<file path="src/rtl/ncl_sum_capture.sv">
// NCL-to-synchronous capture stage: detects dual-rail DATA/NULL wavefronts, acknowledges upstream,
// and buffers each DATA word on a valid/ready port. Optional NCL_SUM_SEQ_CHECK_EN adds a +1 sequence checker.
module ncl_sum_capture #(
    parameter int W           = 32,
    parameter int SYNC_STAGES = 2
) (
    input  logic           clk,
    input  logic           init_n,
    input  logic [2*W-1:0] sum_dr,
    output logic           sum_ack,
    output logic [W-1:0]   out_data,
    output logic           out_valid,
    input  logic           out_ready,
    output logic           dr_err
`ifdef NCL_SUM_SEQ_CHECK_EN
    ,
    output logic           seq_err
`endif
);

    typedef enum logic {
        WAIT_NULL = 1'b0,
        WAIT_DATA = 1'b1
    } state_t;

    logic [W-1:0] digit_data;
    logic [W-1:0] digit_both;
    logic [W-1:0] true_rail;
    logic         all_data;
    logic         all_null;

    generate
        for (genvar gi = 0; gi < W; gi++) begin : g_digit
            assign digit_data[gi] = sum_dr[2*gi+1] | sum_dr[2*gi];
            assign digit_both[gi] = sum_dr[2*gi+1] & sum_dr[2*gi];
            assign true_rail[gi]  = sum_dr[2*gi+1];
        end
    endgenerate

    assign all_data = &digit_data;
    assign all_null = ~|sum_dr;

    // Completeness flags cross from the self-timed domain, so only their synchronized copies steer the FSM.
    logic [SYNC_STAGES-1:0] data_sync_reg;
    logic [SYNC_STAGES-1:0] null_sync_reg;
    logic                   data_s;
    logic                   null_s;

    always_ff @(posedge clk or negedge init_n) begin
        if (!init_n) begin
            data_sync_reg <= '0;
            null_sync_reg <= '0;
        end else begin
            data_sync_reg <= {data_sync_reg[SYNC_STAGES-2:0], all_data};
            null_sync_reg <= {null_sync_reg[SYNC_STAGES-2:0], all_null};
        end
    end

    assign data_s = data_sync_reg[SYNC_STAGES-1];
    assign null_s = null_sync_reg[SYNC_STAGES-1];

    state_t       state_reg, state_next;
    logic         sum_ack_reg, sum_ack_next;
    logic [W-1:0] out_data_reg, out_data_next;
    logic         out_valid_reg, out_valid_next;
    logic         dr_err_reg, dr_err_next;
    logic         capture;

`ifdef NCL_SUM_SEQ_CHECK_EN
    logic [W-1:0] last_word_reg, last_word_next;
    logic         ref_valid_reg, ref_valid_next;
    logic         seq_err_reg, seq_err_next;
`endif

    always_ff @(posedge clk or negedge init_n) begin
        if (!init_n) begin
            state_reg     <= WAIT_NULL;
            sum_ack_reg   <= 1'b1;
            out_data_reg  <= '0;
            out_valid_reg <= 1'b0;
            dr_err_reg    <= 1'b0;
`ifdef NCL_SUM_SEQ_CHECK_EN
            last_word_reg <= '0;
            ref_valid_reg <= 1'b0;
            seq_err_reg   <= 1'b0;
`endif
        end else begin
            state_reg     <= state_next;
            sum_ack_reg   <= sum_ack_next;
            out_data_reg  <= out_data_next;
            out_valid_reg <= out_valid_next;
            dr_err_reg    <= dr_err_next;
`ifdef NCL_SUM_SEQ_CHECK_EN
            last_word_reg <= last_word_next;
            ref_valid_reg <= ref_valid_next;
            seq_err_reg   <= seq_err_next;
`endif
        end
    end

    always_comb begin
        state_next     = state_reg;
        sum_ack_next   = sum_ack_reg;
        out_data_next  = out_data_reg;
        out_valid_next = out_valid_reg;
        dr_err_next    = dr_err_reg;
        capture        = 1'b0;
`ifdef NCL_SUM_SEQ_CHECK_EN
        last_word_next = last_word_reg;
        ref_valid_next = ref_valid_reg;
        seq_err_next   = seq_err_reg;
`endif

        case (state_reg)
            WAIT_NULL: begin
                if (null_s) begin
                    sum_ack_next = 1'b0;
                    state_next   = WAIT_DATA;
                end
            end
            WAIT_DATA: begin
                // A full buffer that is not draining leaves sum_ack low, stalling the NCL pipeline.
                if (data_s && (!out_valid_reg || out_ready)) begin
                    capture      = 1'b1;
                    sum_ack_next = 1'b1;
                    state_next   = WAIT_NULL;
                end
            end
            default: state_next = WAIT_NULL;
        endcase

        if (capture) begin
            out_data_next  = true_rail;
            out_valid_next = 1'b1;
            if (|digit_both) begin
                dr_err_next = 1'b1;
            end
`ifdef NCL_SUM_SEQ_CHECK_EN
            if (ref_valid_reg && (true_rail != (last_word_reg + {{(W-1){1'b0}}, 1'b1}))) begin
                seq_err_next = 1'b1;
            end
            last_word_next = true_rail;
            ref_valid_next = 1'b1;
`endif
        end else if (out_valid_reg && out_ready) begin
            out_valid_next = 1'b0;
        end
    end

    assign sum_ack   = sum_ack_reg;
    assign out_data  = out_data_reg;
    assign out_valid = out_valid_reg;
    assign dr_err    = dr_err_reg;
`ifdef NCL_SUM_SEQ_CHECK_EN
    assign seq_err   = seq_err_reg;
`endif

endmodule

</file>
<file path="config.mk">
export PLATFORM = sky130hd
export DESIGN_NAME = ncl_sum_capture
export DESIGN_NICKNAME = d
export VERILOG_FILES = /design/src/rtl/ncl_sum_capture.sv
export SDC_FILE = /design/constraint.sdc
export NUM_CORES = 1
export LEC_CHECK = 0
export CAP_MARGIN = 10
export CORE_MARGIN = 8
export CORE_UTILIZATION = 42
export CTS_CLUSTER_DIAMETER = 30
export DETAILED_ROUTE_END_ITERATION = 10
export HOLD_SLACK_MARGIN = 0.06
export PLACE_DENSITY = 0.84
export SLEW_MARGIN = 5
export SYNTH_ARGS = -nofsm -noshare
export SYNTH_HDL_FRONTEND = slang
export SYNTH_SLANG_ARGS = --single-unit
export TNS_END_PERCENT = 30
</file>
<file path="constraint.sdc">
create_clock -name clk -period 4.4 [get_ports clk]
set_input_delay 0.88 -clock clk [delete_from_list [all_inputs] [get_ports clk]]
set_output_delay 0.88 -clock clk [all_outputs]
set_load 0.05 [all_outputs]
</file>
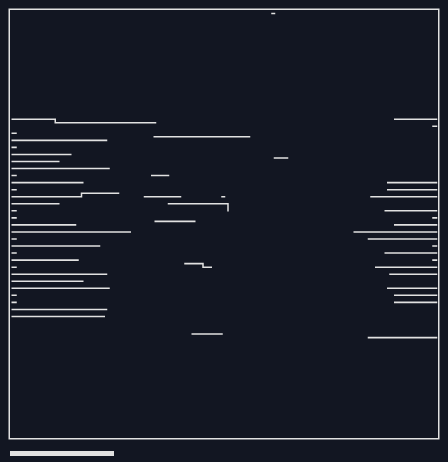
**Above:** run 1 (metal 3).
Bar = 20 um.
wire length on this layer: 509 um
share of all routed wire: 8.3%
vias post-DR: 1703
Routed Wire Length: 6140 um
GR Util met3: 6.82%

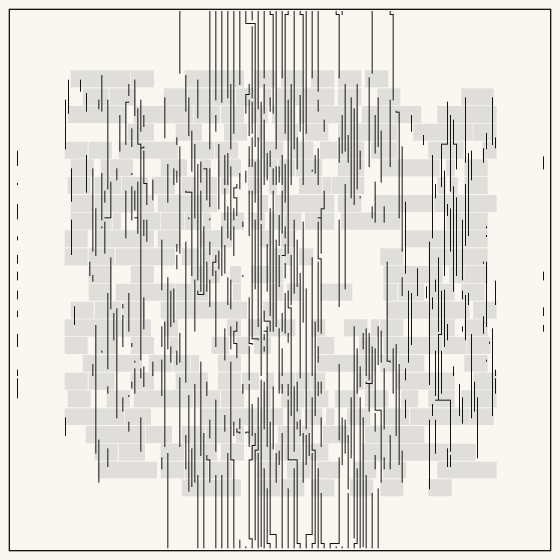
**Above:** run 1 (M2 wires).
Cells faint in the background.
share of all routed wire: 50%
wire length on this layer: 3060 um
nets with wire on the layer: 303
met2 GRT Util: 30.9%

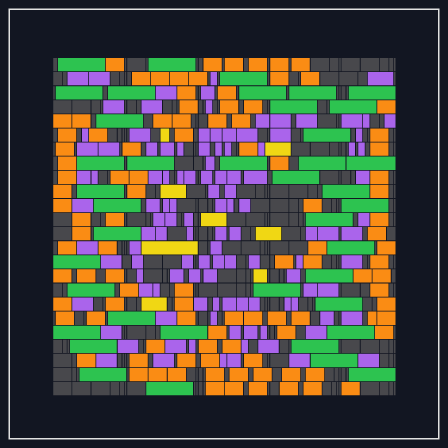
**Above:** run 1 (placement by cell class).
Fill, decap, tap and diode cells in gray.
[yellow] clock drivers and dummy loads | cells: 8
[orange] remaining buffers and delay cells | cells: 101
[purple] combinational and other logic | cells: 116
[green] sequential cells | cells: 40
CORE AREA: 0.00432 mm^2
Finished Core Util: 70.2%
row cnt: 24
design area: 0.00303 mm^2
sequential cell area share: 33.0%

==> run 1: per-stage QoR <==
stage,hold WS (ns),total power (W),cells,area (um^2)
final,0.353,0.000899,317,3030
after global routing,0.359,0.000941,317,3030
after CTS,0.358,0.000908,317,3030
after detailed placement,0.340,0.000609,309,2920
after global placement,0.336,0.000607,309,2920
after floorplan,0.331,0.000486,160,1860
==> run 1: path summary, 6_finish.rpt <==
check,startpoint,to,slack [ns],cells after the start
worst max-delay path,sum_ack,sum_ack,1.91,1
worst min-delay path,null_sync_reg[0],null_sync_reg[1],0.35,0
worst max register to register,state_reg,out_data[5],2.61,3
worst min register to register,null_sync_reg[0],null_sync_reg[1],0.35,0
max in group asynchronous,init_n,out_data[31],3.14,1
min in group asynchronous,init_n,out_data[10],0.71,1
==> run 1: cell families after synthesis <==
| kind of cell | Yosys count | share of synthesized area (%) |
|---|---|---|
| simple gates | 64 | 17.9 |
| buf+inv | 4 | 1.07 |
| compound gates | 20 | 7.92 |
| flops | 40 | 53.8 |
| mux | 32 | 19.3 |
==> run 1: Yosys cell counts, drive strengths merged <==
cell,number
nand2,2
a22oi,16
nor2b,1
or4,2
nand4,13
buf,4
dfstp,1
dfrtp,39
nor2,31
mux2,32
nor4,11
a21o,2
o22ai,2
nand2b,2
nor3,2
==> run 1: metal layers <==
layer	share of wire (%)	vias to the layer above	GRT usage, %
met5	0	-	0
met4	1.2	0	5.00
met3	8.3	6	6.82
li1	-	816	-
met2	50	61	30.9
met1	41	820	22.8
==> run 1: final cells by class <==
class / instances / area, um^2
sequential: 40 / 1000
tap: 52 / 65.1
multi-input combinational: 116 / 850
clock buffer: 5 / 68.8
fill: 354 / 1290
timing repair buffer: 101 / 1010
clock inverter: 3 / 42.5
==> run summary, run 1 <==
fresh numbers from the pnr run: Top Layout Cells=clkdlybuf4s50_1, dfrtp_1, mux2_2, Clk pwr share=33.0%, Final Critical Period=2.49 ns, max FFs per register=32, clock root buffer master=clkbuf_8, register area share after synthesis=53.8%, WP data required=3.52 ns, P_comb=0.000212 W, NumNets Final=331, setup_tns=0 ns, CP delay by family, top=buffers and inverters, Die H=82.6 um, Max Fanout on Critical Path=2, Max IR drop VDD=189 uV, Hold WC Path Type=reg -> reg, max frequency=0.402 GHz, cell type with the largest total area=dfrtp_1, most numerous logic cell after layout=clkdlybuf4s50_1, maxcap violations=0, Int Power=0.000650 W, slowest stage delay, CP=0.79 ns, dpl hpwl=5130 um, critical path arrival=1.61 ns, P per Cell Area=296 mW/mm^2, Seq. pwr=0.000390 W, Chip Area, Yosys=0.00186 mm^2, Leak Pwr=1.19 nW, antenna cells=0, cts bufs inserted=5, Max power group=sequential cells, first-pass GRT wire length=9690 um, WP buf/inv=1, outcome=finished, final reports clean, cell area after synthesis=0.00186 mm^2, initial DRC count=72, Mapped Cells=160, Setup Skew=0.00486 ns, I/O Pins=102, DP Worst Slack=1.60 ns, sequential share of power=43.4%, Setup-failing EPs final=0, DRC Markers=0, Total GRT Usage=18.8%, WL per Instance=19.4 um, Synth Register Bits=40, final hold vios=0, Post-CTS Hold Buffers=0
**Run 1: cell outlines without signal wires**

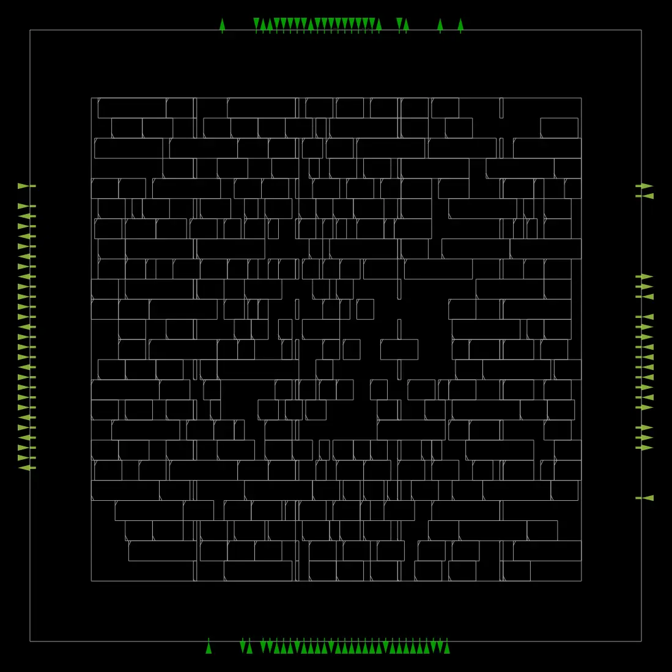

## Run 2: what changed since run 1
Settings changed: CORE_UTILIZATION 42 to 39, PLACE_DENSITY 0.84 to 0.79.
Clock period 4.4 ns to 2.5 ns, I/O delays scaled along.
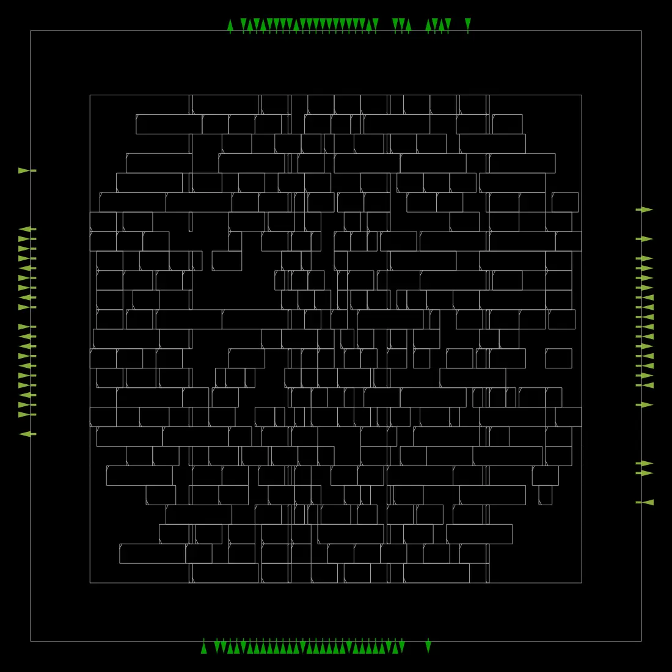
**Above:** run 2 (cell outlines without signal wires).
row cnt: 25
n_taps: 54
flop count: 40

==> run summary, run 2 <==
fresh numbers from the pnr run: outcome=finished, final reports clean, cts bufs inserted=5, max frequency=0.472 GHz, CP Capture Point=sum_ack, clock root buffer master=clkbuf_8, cell area after synthesis=0.00186 mm^2, slowest stage delay, CP=0.80 ns, Top Layout Cells=clkdlybuf4s50_1, dfrtp_1, mux2_2, Synth Register Bits=40, Top logic family=multiplexers, register area=0.00100 mm^2, cell type with the largest total area=dfrtp_1, WP data required=2.00 ns, Post-CTS Hold Buffers=0, Simple-Gate Area Share=17.9%, Logic area=850 um^2, P per Cell Area=489 mW/mm^2, critical path arrival=1.62 ns, Worst R2R Path Depth=4, setup_tns=0 ns, Die H=85.1 um, reg-to-reg critical path endpoint=out_data[5], fill cell total of the finished layout=400, ys async rst share=100%, Seq. pwr=0.000685 W, Post-Place Cells=313, DRC Markers=0, Most used DFF post-synth=dfrtp_1, Hold WC Path Type=in -> async, Adder Share, Synth=0%, P_comb=0.000372 W, Routed Wire Length=6130 um, worst hold slack=0.327 ns, max FFs per register=32, reg-to-reg critical path startpoint=out_valid, antenna cells=0, vias post-DR=1765, EDFF count, synth=0, Max Fanout on Critical Path=2
==> run 2: cell families after synthesis <==
kind of cell / count (synthesis)
simple gates: 64
buf+inv: 4
compound gates: 20
flops: 40
mux: 32
==> run 2: area by class of cell <==
class | count | share of cell area [%]
Timing Repair Buffer | 103 | 33.7
Sequential cell | 40 | 33.1
Multi-Input combinational cell | 116 | 28.1
Clock buffer | 5 | 2.27
Tap cell | 54 | 2.23
Clock inverter | 3 | 0.620
==> run 2: through the flow <==
stage | util, % | instance area (um^2) | power, W
finish | 65.0 | 3030 | 0.00148
global route | 65.0 | 3030 | 0.00155
CTS | 65.0 | 3030 | 0.00149
detailed placement | 63.1 | 2940 | 0.00107
global placement | 63.1 | 2940 | 0.00107
floorplan | - | 1860 | 0.000855
==> run 2: how the worst min path moves through the flow <==
stage,from,to,slack [ns],cells after the start
6_report,init_n,out_data[10],0.33,1
3_3_place_gp,null_sync_reg[0],null_sync_reg[1],0.33,0
2_1_floorplan,init_n,data_sync_reg[0],0.20,0
3_5_place_dp,data_sync_reg[0],data_sync_reg[1],0.34,0
4_1_cts,init_n,out_data[10],0.36,1
5_1_grt,data_sync_reg[0],data_sync_reg[1],0.36,0
==> run 2: layer usage <==
| metal | routed length, um | GRT usage, % | share of wire (%) | up-vias |
|---|---|---|---|---|
| met2 | 3120 | 29.8 | 51 | 78 |
| met4 | 126 | 5.18 | 2.1 | 0 |
| li1 | - | - | - | 821 |
| met3 | 406 | 5.60 | 6.6 | 18 |
| met1 | 2480 | 19.2 | 40 | 848 |
| met5 | 0 | 0 | 0 | - |
Power is estimated from default activity; no workload was simulated.
